$ cat config.mk
export PLATFORM = sky130hd
export DESIGN_NAME = emp_arbiter
export DESIGN_NICKNAME = d
export VERILOG_FILES = /design/src/rtl/emp_arbiter.sv
export SDC_FILE = /design/constraint.sdc
export NUM_CORES = 1
export LEC_CHECK = 0
export CORE_AREA = 2 2 86 120
export DETAILED_ROUTE_END_ITERATION = 10
export DIE_AREA = 0 0 88 122
export PLACE_DENSITY = 0.85
export SYNTH_ARGS = -nofsm -noshare
export SYNTH_HDL_FRONTEND = slang
export SYNTH_SLANG_ARGS = --single-unit
$ cat constraint.sdc
create_clock -name clk -period 3.8 [get_ports clk]
set_input_delay 0.76 -clock clk [delete_from_list [all_inputs] [get_ports clk]]
set_output_delay 0.76 -clock clk [all_outputs]
set_load 0.05 [all_outputs]
$ cat src/rtl/emp_arbiter.sv
// Round-robin arbiter that captures one employee record, holds it for HOLD_CYC cycles,
// then presents it downstream until it is accepted.
module emp_arbiter #(
    parameter int N_REQ    = 3,
    parameter int HOLD_CYC = 4
) (
    input  logic                           clk,
    input  logic                           rst_n,
    input  logic [N_REQ-1:0]               req_valid,
    input  logic [N_REQ-1:0][47:0]         req_rec,
    output logic [N_REQ-1:0]               req_ready,
    output logic                           out_valid,
    input  logic                           out_ready,
    output logic [47:0]                    out_rec,
    output logic [$clog2(N_REQ)-1:0]       out_src,
    output logic [4:0]                     state
);

    localparam int SRC_W = $clog2(N_REQ);
    localparam int CNT_W = 4;

    typedef enum logic [4:0] {
        IDLE  = 5'd2,
        COUNT = 5'd7,
        LAST  = 5'd11
    } state_t;

    state_t             state_q;
    logic [CNT_W-1:0]   holdCnt_q;
    logic [SRC_W-1:0]   lastGrant_q;
    logic [SRC_W-1:0]   outSrc_q;
    logic [47:0]        outRec_q;
    logic               outValid_q;

    logic               grantHit_d;
    logic [SRC_W-1:0]   grantIdx_d;

    // Search upward from the requester after the last one served, wrapping at N_REQ.
    always_comb begin
        int cand;
        cand       = 0;
        grantHit_d = 1'b0;
        grantIdx_d = '0;
        for (int k = 0; k < N_REQ; k++) begin
            cand = (int'(lastGrant_q) + 1 + k) % N_REQ;
            if (!grantHit_d && req_valid[cand]) begin
                grantHit_d = 1'b1;
                grantIdx_d = SRC_W'(cand);
            end
        end
    end

    always_comb begin
        req_ready = '0;
        if (state_q == IDLE && grantHit_d) begin
            req_ready[grantIdx_d] = 1'b1;
        end
    end

    always_ff @(posedge clk or negedge rst_n) begin
        if (!rst_n) begin
            state_q     <= IDLE;
            outValid_q  <= 1'b0;
            outRec_q    <= '0;
            outSrc_q    <= '0;
            holdCnt_q   <= '0;
            lastGrant_q <= SRC_W'(N_REQ - 1);
        end else begin
            case (state_q)
                IDLE: begin
                    if (grantHit_d) begin
                        outRec_q  <= req_rec[grantIdx_d];
                        outSrc_q  <= grantIdx_d;
                        holdCnt_q <= CNT_W'(HOLD_CYC - 1);
                        state_q   <= COUNT;
                    end
                end
                COUNT: begin
                    if (holdCnt_q == '0) begin
                        state_q    <= LAST;
                        outValid_q <= 1'b1;
                    end else begin
                        holdCnt_q <= holdCnt_q - 1'b1;
                    end
                end
                LAST: begin
                    // Leaving LAST never grants; the next grant waits for a true IDLE cycle.
                    if (out_ready) begin
                        state_q     <= IDLE;
                        outValid_q  <= 1'b0;
                        lastGrant_q <= outSrc_q;
                    end
                end
                default: begin
                    state_q    <= IDLE;
                    outValid_q <= 1'b0;
                end
            endcase
        end
    end

    assign out_valid = outValid_q;
    assign out_rec   = outRec_q;
    assign out_src   = outSrc_q;
    assign state     = state_q;

endmodule

==> results.yml <==
# physical design summary
critical_path:
  rrSetupSlack_ps: 810
  cp.required_ps: 3040
  reg2regPathDepth: 9
  cp_num_buf_inv: 2
  r2r_start: "lastGrant_q[1]"
  critPathTopFamily: "AND-OR/OR-AND gates"
  max_stage_delay_ps: 650
  startpoint: "req_valid[2]"
  worst-path-stages: 7
synth:
  async_flop_share: 1.00
  ys_sh_simple: 0.251
  ys_seq_share: 0.420
  adder_share: 0.0210
  synth_cell_types: 44
  ys_ff: 60
  ys_sh_xor: 0.00245
  ys_chip_area_mm2: 0.00358
  mux_area_frac: 0.0199
  synthesis.nets: 589
  syn_avg_cell_area_um2: 8.26
  synth_warnings: 0
  synthCells: 433
  mappedNetlistArea_mm2: 0.00358
  top_logic_kind: "simple AND/OR/NAND/NOR gates"
global_routing:
  grt_antenna_before_repair: 0
  grt_pass1_vias: 4186
  gr-total-overflow: 0
  grt_util_all_layers: 0.235
  grt_max_degree: 58
floorplan:
  initial_utilization: 0.367
  dieArea_mm2: 0.0107
  die_y_um: 122
  io_pins: 209
  rows: 43
  core_area_mm2: 0.00974
cells_and_area:
  stdcell_area_mm2: 0.00611
  nNetsFinal: 781
  diodes: 0
  final_cell_mix: "clkdlybuf4s50_1, nand3_1, dfrtp_1, nand2_1, inv_1"
  final_layout_size_suffix_gt1_frac: 0.0603
placed_design:
  io_buffers: 206
  dp_hpwl_um: 9350
  globalplace.congestion: 0.861
  pre_cts_slack_ps: 133
flow_run:
  openroad.warnings: 30
timing:
  rsz0062_at_grt: "no"
  setup_slack_ps: 186
  slew_headroom: 0.533
  setup_viol: 0
  final_hold_viol_count: 0
  fmax_mhz: 277
  maxSlewViolCount: 0
  tightest_slew_ps: 700
  layout_min_cycle_time_ps: 3610
  post-route-period-util: 0.951
  setup_tns_ps: 0
drt:
  via_count: 4102
  viasPerCell: 5.36
  dr.pass1.iters: 4
  finalWirelength_um: 12500
power:
  cellLeakagePower_nw: 2.59
  ir_worst_vdd_mv: 0.363
  power_density_mw_per_mm2: 836
clock_network:
  clockBufferDepth: 2
  cts_tree: "done"
  cts-root-buf: "clkbuf_16"
status:
  status: "complete, no violations"
[how the worst min path moves through the flow]
stage / slack (ps) / start / endpoint / cells past startpoint
detailed placement: 490 / out_rec[12] / out_rec[12] / 2
CTS: 500 / rst_n / out_rec[30] / 1
global placement: 480 / holdCnt_q[0] / holdCnt_q[0] / 1
floorplan: 460 / rst_n / holdCnt_q[0] / 0
global route: 530 / out_rec[23] / out_rec[23] / 2
finish: 480 / rst_n / out_rec[30] / 1
[registers in the layout, indices dropped and copies added (netlist names)]
| name | count |
|---|---|
| holdCnt_q | 4 |
| lastGrant_q | 2 |
| out_rec | 48 |
| out_src | 2 |
| out_valid | 1 |
| state | 3 |
[cell usage after synthesis, types with 2 or more instances]
master | count | area share
o21ai_0 | 8 | 0.011
a21oi_1 | 6 | 0.0084
inv_1 | 56 | 0.059
mux2i_1 | 6 | 0.017
nor2_1 | 8 | 0.0084
conb_1 | 2 | 0.0021
buf_2 | 7 | 0.0098
o2111ai_1 | 48 | 0.12
nand2b_1 | 8 | 0.014
o21a_1 | 2 | 0.0042
nor3b_1 | 3 | 0.0063
nand3_1 | 99 | 0.14
clkbuf_1 | 21 | 0.022
and2_1 | 4 | 0.0070
dfrtp_1 | 59 | 0.41
or2_2 | 2 | 0.0035
buf_4 | 6 | 0.013
nand2_1 | 57 | 0.060
ha_1 | 6 | 0.021
[worst reg2reg max path, delay by kind of cell, from the launching register on]
family / cells / cell delay, ps
adder cells (fa/ha/maj): 1 / 340
buffers and inverters: 2 / 530
multiplexers: 2 / 620
AND-OR/OR-AND: 3 / 680
AND/OR/NAND/NOR: 1 / 160
flip-flops: 1 / 560
[cell families (layout without fill, tap and decap cells)]
family,after synthesis,after routing
multiplexers,7,7
XOR/XNOR,1,1
other,2,2
adder cells (fa/ha/maj),6,6
AND-OR/OR-AND,78,78
AND/OR/NAND/NOR,188,188
buffers and inverters,91,288
flip-flops,60,60
[report_power, final]
part / internal, mW / leakage [nW] / total, mW / switching (mW)
Clock: 0.611 / 0.160 / 0.894 / 0.283
Combinational: 1.06 / 1.68 / 3.12 / 2.06
Sequential: 0.925 / 0.750 / 1.09 / 0.167
[metal layers]
| metal | share of wire | vias to the layer above | GRT usage |
|---|---|---|---|
| li1 | - | 1915 | - |
| met1 | 0.35 | 1975 | 0.243 |
| met2 | 0.55 | 174 | 0.436 |
| met3 | 0.061 | 38 | 0.0535 |
| met4 | 0.036 | 0 | 0.113 |
| met5 | 0 | - | 0 |
[layout make-up]
class	count	area, µm²
Timing Repair Buffer	215	2150
Tap cell	135	169
Sequential cell	60	1500
Clock buffer	13	260
Inverter	57	214
Clock inverter	3	68.8
Multi-Input combinational cell	282	1740
Fill cell	814	3630
[timing repair]
item | 4_1_cts | 5_1_grt
resized | 0 | 3
buffers inserted | 0 | 0
setup endpoints to repair | 0 | 2
[metrics by stage]
stage          instances  total power, mW  hold WS (ps)   util
2_1_floorplan        433             3.10           462      -
3_3_place_gp         749             4.14           478  0.593
3_5_place_dp         749             4.22           491  0.593
4_1_cts              765             5.13           501  0.626
5_1_grt              765             5.38           530  0.627
6_report             765             5.11           480  0.627
Figure 1. Close-up of the layout.
Scale bar: 5 µm. Window x 34 to 54, y 75 to 95 µm. Cells in grey, sequential cells in the stronger grey; small squares are vias.
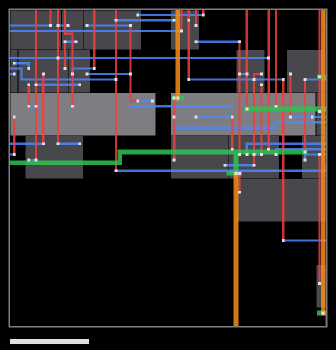
| colour | layer |
|---|---|
| red | metal 2 |
| orange | metal 4 |
| blue | metal 1 |
| green | metal 3 |
most frequent: clkdlybuf4s50_1 (5)
netlist names of flops here include: out_rec (2)
sequential cells in the window: 2
cells with their middle in the window: 15

Figure 2. Signal metal coverage by tile.
18 x 24 tiles, from white (low) to dark blue (high), scaled to the fullest tile. Values are wire area over tile area, all layers added.
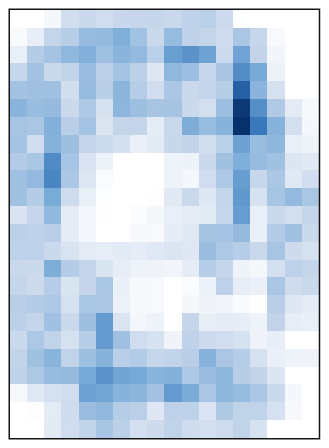
mean over tiles: 0.19
tiles over half the peak: 5.8%
emptiest ninth of the die: centre

Figure 3. Clock wiring as the flow saved it.
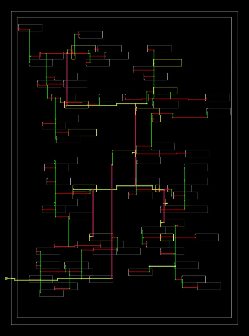
CTS buffer count: 9
clock buf count: 13
clk pwr: 0.894 mW
later-pin clock latency in the skew report: 320 ps

Power figures rest on the tool's default switching activity, not on a simulated workload.
